<file path="src/rtl/clk_period_meter_if.sv">
// rtl/clk_period_meter_if.sv - measurement bus between signal source and period meter
// Purpose: bundles the measured input, the enable and the measurement results.
// Ports (signals):
//   sig_in    - measured square wave, asynchronous to the meter clock
//   enable    - measurement enable; low = idle and cleared
//   period    - last rise-to-rise period in meter clock cycles
//   high_time - high-phase length within that period
//   valid     - one-cycle pulse when period/high_time update
//   locked    - latest period equals the previous one
//   timeout   - sticky: no rising edge for TIMEOUT cycles
// Modports: master drives sig_in/enable, slave (the meter) drives the results.
interface clk_period_meter_if #(
  parameter int WIDTH = 32
);
  logic             sig_in;
  logic             enable;
  logic [WIDTH-1:0] period;
  logic [WIDTH-1:0] high_time;
  logic             valid;
  logic             locked;
  logic             timeout;

  modport master (
    output sig_in, enable,
    input  period, high_time, valid, locked, timeout
  );

  modport slave (
    input  sig_in, enable,
    output period, high_time, valid, locked, timeout
  );
endinterface

</file>
<file path="src/rtl/clk_period_meter.sv">
// rtl/clk_period_meter.sv - measures period and high time of a divided square wave
// Purpose: recovers the divisor of a clock divider output by counting clk_in cycles
//   between synchronised rising edges, with lock detection and a sticky timeout.
// Ports:
//   clk_in  - system clock, all logic on posedge
//   reset_n - asynchronous active-low reset
//   bus     - clk_period_meter_if.slave (sig_in, enable in; results out)
module clk_period_meter #(
  parameter int WIDTH       = 32,
  parameter int SYNC_STAGES = 2,
  parameter int TIMEOUT     = 2**24
) (
  input  logic               clk_in,
  input  logic               reset_n,
  clk_period_meter_if.slave  bus
);
  localparam logic [WIDTH-1:0] TO_VAL  = WIDTH'(TIMEOUT);
  localparam logic [WIDTH-1:0] ONE     = WIDTH'(1);
  localparam logic [WIDTH-1:0] CNT_MAX = {WIDTH{1'b1}};

  typedef enum logic [1:0] {S_IDLE, S_ARM, S_MEASURE} state_t;

  state_t                 r_state, w_state_nxt;
  logic [SYNC_STAGES-1:0] r_sync;
  logic                   r_sig_d;
  logic [WIDTH-1:0]       r_cnt, w_cnt_nxt;
  logic [WIDTH-1:0]       r_hi, w_hi_nxt;
  logic [WIDTH-1:0]       r_period, w_period_nxt;
  logic [WIDTH-1:0]       r_high, w_high_nxt;
  logic                   r_valid, w_valid_nxt;
  logic                   r_locked, w_locked_nxt;
  logic                   r_timeout, w_timeout_nxt;
  logic                   w_sig_s, w_rise, w_fall;

  assign w_sig_s = r_sync[SYNC_STAGES-1];
  assign w_rise  = w_sig_s & ~r_sig_d;
  assign w_fall  = ~w_sig_s & r_sig_d;

  // Synchroniser chain plus one extra flop for edge detection.
  always_ff @(posedge clk_in or negedge reset_n) begin
    if (!reset_n) begin
      r_sync  <= '0;
      r_sig_d <= 1'b0;
    end else begin
      r_sync  <= {r_sync[SYNC_STAGES-2:0], bus.sig_in};
      r_sig_d <= w_sig_s;
    end
  end

  always_ff @(posedge clk_in or negedge reset_n) begin
    if (!reset_n) begin
      r_state   <= S_IDLE;
      r_cnt     <= '0;
      r_hi      <= '0;
      r_period  <= '0;
      r_high    <= '0;
      r_valid   <= 1'b0;
      r_locked  <= 1'b0;
      r_timeout <= 1'b0;
    end else begin
      r_state   <= w_state_nxt;
      r_cnt     <= w_cnt_nxt;
      r_hi      <= w_hi_nxt;
      r_period  <= w_period_nxt;
      r_high    <= w_high_nxt;
      r_valid   <= w_valid_nxt;
      r_locked  <= w_locked_nxt;
      r_timeout <= w_timeout_nxt;
    end
  end

  always_comb begin
    w_state_nxt   = r_state;
    w_cnt_nxt     = r_cnt;
    w_hi_nxt      = r_hi;
    w_period_nxt  = r_period;
    w_high_nxt    = r_high;
    w_valid_nxt   = 1'b0;
    w_locked_nxt  = r_locked;
    w_timeout_nxt = r_timeout;
    if (!bus.enable) begin
      // Disabling wipes every result so a re-enable starts from a clean slate.
      w_state_nxt   = S_IDLE;
      w_cnt_nxt     = '0;
      w_hi_nxt      = '0;
      w_period_nxt  = '0;
      w_high_nxt    = '0;
      w_locked_nxt  = 1'b0;
      w_timeout_nxt = 1'b0;
    end else begin
      case (r_state)
        S_IDLE: begin
          w_state_nxt = S_ARM;
          w_cnt_nxt   = '0;
        end
        S_ARM: begin
          // The partial period before the first rise is discarded.
          if (w_rise) begin
            w_state_nxt = S_MEASURE;
            w_cnt_nxt   = ONE;
          end
        end
        S_MEASURE: begin
          if (w_rise) begin
            w_period_nxt  = r_cnt;
            w_high_nxt    = r_hi;
            w_valid_nxt   = 1'b1;
            w_cnt_nxt     = ONE;
            w_locked_nxt  = (r_cnt == r_period) && (r_period != '0);
            w_timeout_nxt = 1'b0;
          end else if (r_cnt == TO_VAL) begin
            w_state_nxt   = S_ARM;
            w_cnt_nxt     = '0;
            w_period_nxt  = '0;
            w_high_nxt    = '0;
            w_locked_nxt  = 1'b0;
            w_timeout_nxt = 1'b1;
          end else begin
            if (r_cnt != CNT_MAX) w_cnt_nxt = r_cnt + ONE;
            if (w_fall) w_hi_nxt = r_cnt;
          end
        end
        default: w_state_nxt = S_IDLE;
      endcase
    end
  end

  assign bus.period    = r_period;
  assign bus.high_time = r_high;
  assign bus.valid     = r_valid;
  assign bus.locked    = r_locked;
  assign bus.timeout   = r_timeout;
endmodule
</file>
<file path="src/flat_wrapper.sv">
// flat-port wrapper written by rule: the top's interface ports become plain ports
module clk_period_meter_flat 
#(
  parameter int WIDTH       = 32,
  parameter int SYNC_STAGES = 2,
  parameter int TIMEOUT     = 2**24
)
  (clk_in, reset_n, bus_sig_in, bus_enable, bus_period, bus_high_time, bus_valid, bus_locked, bus_timeout);
  clk_period_meter_if #(.WIDTH(WIDTH)) bus_i ();
  input  logic clk_in;
  input  logic reset_n;
  input wire logic [$bits(bus_i.sig_in)-1:0] bus_sig_in;
  input wire logic [$bits(bus_i.enable)-1:0] bus_enable;
  output wire logic [$bits(bus_i.period)-1:0] bus_period;
  output wire logic [$bits(bus_i.high_time)-1:0] bus_high_time;
  output wire logic [$bits(bus_i.valid)-1:0] bus_valid;
  output wire logic [$bits(bus_i.locked)-1:0] bus_locked;
  output wire logic [$bits(bus_i.timeout)-1:0] bus_timeout;
  assign bus_i.sig_in = bus_sig_in;
  assign bus_i.enable = bus_enable;
  assign bus_period = bus_i.period;
  assign bus_high_time = bus_i.high_time;
  assign bus_valid = bus_i.valid;
  assign bus_locked = bus_i.locked;
  assign bus_timeout = bus_i.timeout;
  clk_period_meter #(.WIDTH(WIDTH), .SYNC_STAGES(SYNC_STAGES), .TIMEOUT(TIMEOUT)) u_core (.clk_in(clk_in), .reset_n(reset_n), .bus(bus_i));
endmodule
</file>
<file path="config.mk">
export PLATFORM = sky130hd
export DESIGN_NAME = clk_period_meter_flat
export DESIGN_NICKNAME = d
export VERILOG_FILES = /design/src/rtl/clk_period_meter_if.sv /design/src/rtl/clk_period_meter.sv /design/src/flat_wrapper.sv
export SDC_FILE = /design/constraint.sdc
export NUM_CORES = 1
export LEC_CHECK = 0
export CAP_MARGIN = 20
export CORE_UTILIZATION = 45
export CTS_CLUSTER_SIZE = 24
export DETAILED_ROUTE_END_ITERATION = 12
export PLACE_DENSITY = 0.68
export SLEW_MARGIN = 20
export SYNTH_ARGS = -nofsm -noshare
export SYNTH_HDL_FRONTEND = slang
export SYNTH_SLANG_ARGS = --single-unit
</file>
<file path="constraint.sdc">
create_clock -name clk_in -period 3.1 [get_ports clk_in]
set_input_delay 0.465 -clock clk_in [delete_from_list [all_inputs] [get_ports clk_in]]
set_output_delay 0.465 -clock clk_in [all_outputs]
set_load 0.01 [all_outputs]
</file>
==> run_1/clocks.png <==
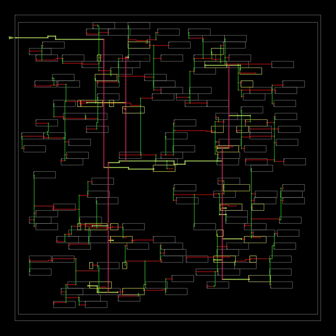
num sequential: 136
final-layout clock buffer total: 26
Sinks on Clock Net: 136
insertion delay of the later-clocked pin in the worst-skew pair: 0.43 ns
number of buffers created by CTS: 17

==> run_1/placement_by_type.png <==
Scale: 2 px per µm.
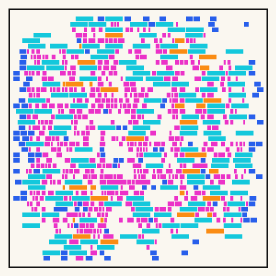
- orange: clock drivers and dummy loads (cells 32)
- blue: remaining buffers and delay cells (cells 103)
- magenta: combinational and other logic (cells 528)
- cyan: sequential cells (cells 136)
site row count: 45
share of the core filled with cells: 55.9%
area of the placeable core: 0.0154 mm²
area of all placed cells without fillers: 0.00859 mm²
sequential portion of the cell area: 39.6%

==> run_1/io_placement.png <==
Scale: 3 px per µm. Pins as bars across the die edge, other pins in gray.
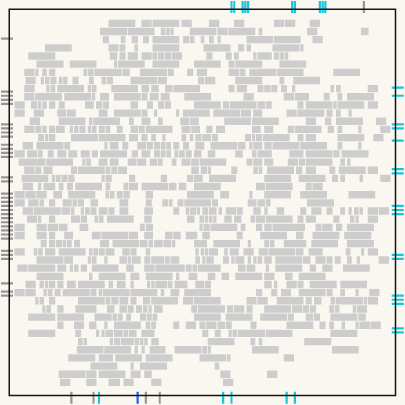
- cyan: `bus_high_time` (pins 32; direction output; edge 17 east, 10 north, 5 south)
- blue: `bus_valid` (pins 1; direction output; edge south)
- all pins by edge: 33 west, 17 east, 11 north, 10 south
buffers added on ports: 70
Vert. Die Dim: 128 µm

==> run_1/wires.png <==
Scale: 2 px per µm.
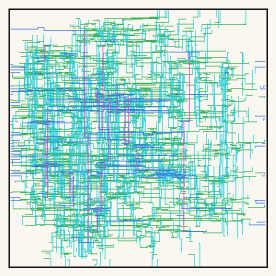
- cyan: metal 2 (wire length 8,780 µm)
- magenta: metal 4 (wire length 508 µm)
- green: metal 1 (wire length 8,380 µm)
- blue: metal 3 (wire length 1,340 µm)
DRT Wirelength: 19,000 µm
average routed wire per standard cell: 18.8 µm

==> Flow_metrics.wiki, run 1 <==
== Metrics ==
{| class="wikitable"
! Metric !! Value
|-
| Status || complete, no violations
|-
| Final cycle utilization of the critical path || 92.9%
|-
| Initial DRC Count || 678
|-
| RR Endpoint || u_core.r_cnt[27]
|-
| First-pass GRT wire length || 31,400 µm
|-
| GR Util met3 || 4.34%
|-
| Root Buffer Master || sky130_fd_sc_hd__clkbuf_16
|-
| Comb power || 0.366 mW
|-
| Antenna viol nets, final || 0
|-
| Total inserted antenna cells || 0
|-
| Global route overflow || 0
|-
| GR Layer Usage met1 || 34.2%
|-
| Fraction of layout cells with a size suffix above 1 || 9.39%
|-
| Net switching share of the total power || 24.2%
|-
| Combinational share of power || 8.9%
|-
| Total power || 4.11 mW
|-
| Area used by sequential logic in the layout || 0.00340 mm²
|-
| GR Layer Usage met2 || 38.5%
|-
| Sequential share of power || 43.6%
|-
| Number of flops mapped to enable cells by yosys || 0
|-
| Worst path slowest cell || sky130_fd_sc_hd__or4_4
|-
| Combinational gate area || 0.00311 mm²
|-
| Worst reg-to-reg setup slack || 0.22 ns
|-
| Tool warnings || 29
|-
| Number of gates resized after cts || 0
|-
| Final layout net count || 795
|-
| Timing endpoint of the critical path || u_core.r_cnt[27]
|-
| Synthesized registers || 136
|-
| PnR worst setup slack || 0.221 ns
|-
| Highest signal layer in the routed design || met4
|-
| Clk pwr share || 47.5%
|-
| HPWL after DPL || 12,500 µm
|-
| Routability congestion estimate from global placement || 0.900
|-
| Width of the die || 128 µm
|-
| Wire length the detailed router placed on met1 || 8380 µm
|-
| Tightest Hold Check Type || in -> async
|-
| Post-route non-filler standard cell count || 1,010
|-
| Power per unit of standard cell area || 478 mW/mm²
|-
| Switching Power || 0.992 mW
|-
| Synth-to-layout area growth || 19.8%
|-
| Worst hold slack across all endpoints || 0.150 ns
|-
| Fraction of synthesis flops using an asynchronous set or reset pin || 100%
|-
| Inverters excl. clock || 76
|-
| Final Max Tran Viols || 0
|-
| Crit Path Category || reg -> reg
|-
| Clock network power || 1.95 mW
|-
| Measured slew at the worst slew-check pin || 0.961 ns
|-
| Worst Reg-to-Reg Cells || 7
|-
| Req. time, crit path || 3.39 ns
|-
| Standard cell area after detailed placement || 0.00802 mm²
|-
| Fraction of the mapped netlist area in compound gates || 12.9%
|-
| Cell types occupying the most area after synthesis || sky130_fd_sc_hd__dfrtp_1 47%, sky130_fd_sc_hd__nand4_1 6.7%, sky130_fd_sc_hd__mux2i_1 4.7%
|-
| Average instance area after synthesis || 9.58 µm²
|-
| Core Util at FP || 46.6%
|-
| Number of hold-slack violations in the final timing report || 0
|-
| Fraction of synthesized cell area taken by the top area cell type || 47.5%
|-
| Maxcap violations || 0
|-
| Startpoint type of the worst setup path || flop
|-
| Top logic cell family in the synthesized netlist || simple AND/OR/NAND/NOR gates
|-
| Design internal power || 3.12 mW
|-
| Post-synthesis share of cell area spent on and, or, nand and nor gates || 20.3%
|-
| Netlist Area Pre-Place || 0.00717 mm²
|-
| Clock Skew || 0.00931 ns
|-
| Multi-input comb cells || 452
|-
| Largest incremental delay on the critical path || 0.59 ns
|-
| Count of instantiated cells in the yosys netlist || 748
|-
| Portion of the layout cell area used by clock cells || 6.67%
|-
| H-tree level count || 4
|-
| Sequential share of the synthesized area || 47.5%
|-
| Unrepaired setup endpoints after global routing || false
|-
| Leakage component of the power || 3.96 nW
|-
| Total via count in the routed design || 6,027
|-
| Cells after DPL || 978
|-
| Post-CTS repair timing setup buffer count || 0
|-
| Setup Viol. Count Final || 0
|-
| Via count of the first global-routing pass || 5,994
|-
| Final worst path period need || 2.88 ns
|-
| Met2 Routed Length || 8780 µm
|-
| Adder Share, Synth || 0.873%
|}
==> run 1: cell usage after synthesis, types with 4 or more instances <==
cell type,instances
sky130_fd_sc_hd__buf_2,9
sky130_fd_sc_hd__inv_1,76
sky130_fd_sc_hd__nand4_1,77
sky130_fd_sc_hd__o31ai_1,5
sky130_fd_sc_hd__buf_4,9
sky130_fd_sc_hd__a21oi_1,5
sky130_fd_sc_hd__nor4_1,32
sky130_fd_sc_hd__nor2_1,20
sky130_fd_sc_hd__o21ai_0,68
sky130_fd_sc_hd__clkbuf_1,61
sky130_fd_sc_hd__a21o_1,10
sky130_fd_sc_hd__o2bb2ai_1,4
sky130_fd_sc_hd__and3_1,5
sky130_fd_sc_hd__nand2_1,14
sky130_fd_sc_hd__a32oi_1,4
sky130_fd_sc_hd__a22oi_1,6
sky130_fd_sc_hd__dfrtp_1,136
sky130_fd_sc_hd__xor2_1,30
sky130_fd_sc_hd__and4_1,5
sky130_fd_sc_hd__a22o_1,24
sky130_fd_sc_hd__nor2b_1,34
sky130_fd_sc_hd__nand3_1,22
sky130_fd_sc_hd__and2_1,5
sky130_fd_sc_hd__ha_1,5
sky130_fd_sc_hd__nor3_1,7
sky130_fd_sc_hd__mux2i_1,34
==> run 1: cells in the final DEF, fill, tap and decap left out, drive strengths merged, types with 6 or more instances in the layout <==
cell           Yosys  layout
dfrtp            136     136
nand4             79      79
inv               76      76
clkdlybuf4s50      0      68
o21ai             68      68
buf               23      35
mux2i             34      34
nor2b             34      34
nor4              33      33
xor2              30      30
clkbuf            61      26
a22o              24      24
nand3             23      23
nor2              20      20
nand2             15      15
a21o              10      10
nor3               7       7
a22oi              6       6
--- run 2 (diff from run 1) ---
CAP_MARGIN = 15   (was 20)
==> run_2/io_placement.png <==
Scale: 3 px per µm. Pins as bars across the die edge, other pins in gray.
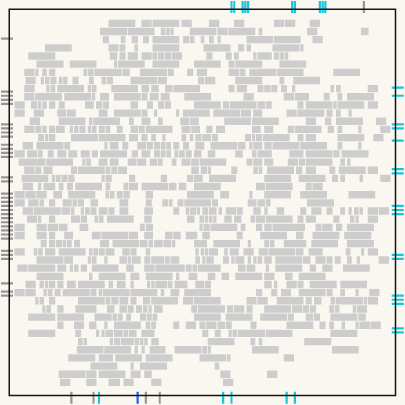
- cyan: `bus_high_time` (pins 32; direction output; edge 17 east, 10 north, 5 south)
- blue: `bus_valid` (pins 1; direction output; edge south)
- all pins by edge: 33 west, 17 east, 11 north, 10 south

==> run_2/placement_by_type.png <==
Scale: 2 px per µm.
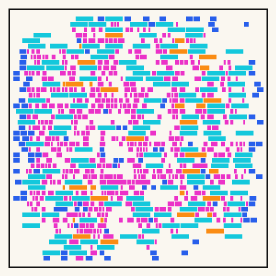
- orange: clock drivers and dummy loads (cells 32)
- magenta: combinational and other logic (cells 528)
- blue: remaining buffers and delay cells (cells 103)
- cyan: sequential cells (cells 136)

==> run 2 against run 1 <==
Against the previous run:
- sequential power about the same
- first-iteration DRC count unchanged
- routed wire length unchanged
- final cell count unchanged
- critical path type unchanged
- largest cell class unchanged
==> Flow_metrics.wiki, run 2 <==
== Metrics ==
{| class="wikitable"
! Metric !! Value
|-
| GR Util met3 || 4.34%
|-
| H-tree level count || 4
|-
| Comb power || 0.366 mW
|-
| Tightest Hold Check Type || in -> async
|-
| Vert. Die Dim || 128 µm
|-
| Power per unit of standard cell area || 478 mW/mm²
|-
| Maxcap violations || 0
|-
| Area of the placeable core || 0.0154 mm²
|-
| Most frequently placed logic cell in the final layout || sky130_fd_sc_hd__dfrtp_1
|-
| Fraction of synthesis flops using an asynchronous set or reset pin || 100%
|-
| Width of the die || 128 µm
|-
| Standard cell area after detailed placement || 0.00802 mm²
|-
| Design internal power || 3.12 mW
|-
| Final worst path period need || 2.88 ns
|-
| Insertion delay of the later-clocked pin in the worst-skew pair || 0.43 ns
|-
| Sequential share of the synthesized area || 47.5%
|-
| Unrepaired setup endpoints after global routing || false
|-
| Net switching share of the total power || 24.2%
|-
| Cell types occupying the most area after synthesis || sky130_fd_sc_hd__dfrtp_1 47%, sky130_fd_sc_hd__nand4_1 6.7%, sky130_fd_sc_hd__mux2i_1 4.7%
|-
| Antenna viol nets, final || 0
|-
| Req. time, crit path || 3.39 ns
|-
| Sequential share of power || 43.6%
|-
| GR Layer Usage met2 || 38.5%
|-
| Status || complete, no violations
|-
| Synth-to-layout area growth || 19.8%
|-
| Root Buffer Master || sky130_fd_sc_hd__clkbuf_16
|-
| Synthesized registers || 136
|-
| GR Layer Usage met1 || 34.2%
|-
| Crit Path Category || reg -> reg
|-
| Worst Reg-to-Reg Cells || 7
|-
| Commonest cells in the netlist || 136 x sky130_fd_sc_hd__dfrtp_1, 77 x sky130_fd_sc_hd__nand4_1, 76 x sky130_fd_sc_hd__inv_1, 68 x sky130_fd_sc_hd__o21ai_0, 61 x sky130_fd_sc_hd__clkbuf_1
|-
| Number of gates resized after cts || 0
|-
| Switching Power || 0.992 mW
|-
| Clk pwr share || 47.5%
|-
| Number of hold-slack violations in the final timing report || 0
|-
| HPWL after DPL || 12,500 µm
|-
| Clock network power || 1.95 mW
|-
| Post-CTS repair timing setup buffer count || 0
|-
| Final Max Tran Viols || 0
|-
| Setup Viol. Count Final || 0
|-
| Total via count in the routed design || 6,027
|-
| Sinks on Clock Net || 136
|-
| Clock Skew || 0.00931 ns
|-
| Fraction of synthesized cell area taken by the top area cell type || 47.5%
|}
[run 2: logic make-up (layout without fill, tap and decap cells)]
kind of cell             count (synthesis)  in the layout  synth area share [%]
AND/OR/NAND/NOR                        240            240                  20.3
buffers and inverters                  160            211                  9.60
AND-OR/OR-AND                          140            140                  12.9
flip-flops                             136            136                  47.5
multiplexers                            35             35                  4.90
XOR/XNOR                                32             32                  3.91
adder cells (fa/ha/maj)                  5              5                 0.873
[run 2: worst paths after layout]
path | from | end | slack [ns]
setup reg to reg | u_core.r_cnt[0] | u_core.r_cnt[27] | 0.22
max in group asynchronous | reset_n | u_core.bus.period[17] | 2.08
hold reg to reg | u_core.r_sync[0] | u_core.r_sync[1] | 0.35
setup / recovery | u_core.r_cnt[0] | u_core.r_cnt[27] | 0.22
min in group clk_in | u_core.r_sync[0] | u_core.r_sync[1] | 0.35
hold / removal | reset_n | u_core.bus.high_time[23] | 0.15
[run 2: per-stage QoR]
step / hold WS (ns) / power, mW / util (%)
after floorplan: 0.169 / 2.11 / -
after CTS: 0.179 / 4.14 / 55.9
after global routing: 0.217 / 4.26 / 55.9
final: 0.150 / 4.11 / 55.9
after detailed placement: 0.342 / 2.18 / 52.2
after global placement: 0.337 / 2.17 / 52.2
[run 2: metal layers]
metal  part of all wire, %  vias up
li1                      -     2740
met5                     0        -
met4                   2.7        0
met2                    46      275
met3                   7.1       59
met1                    44     2953
[run 2: layout make-up]
cell class              instances  area (µm²)
repair buffers                103         956
fillers                      1354        6780
flip-flops and latches        136        3400
clock buffers                  26         509
well taps                     211         264
clock inverters                 6        63.8
inverters                      76         285
multi-input cells             452        3110
Power figures rest on the tool's default switching activity, not on a simulated workload.
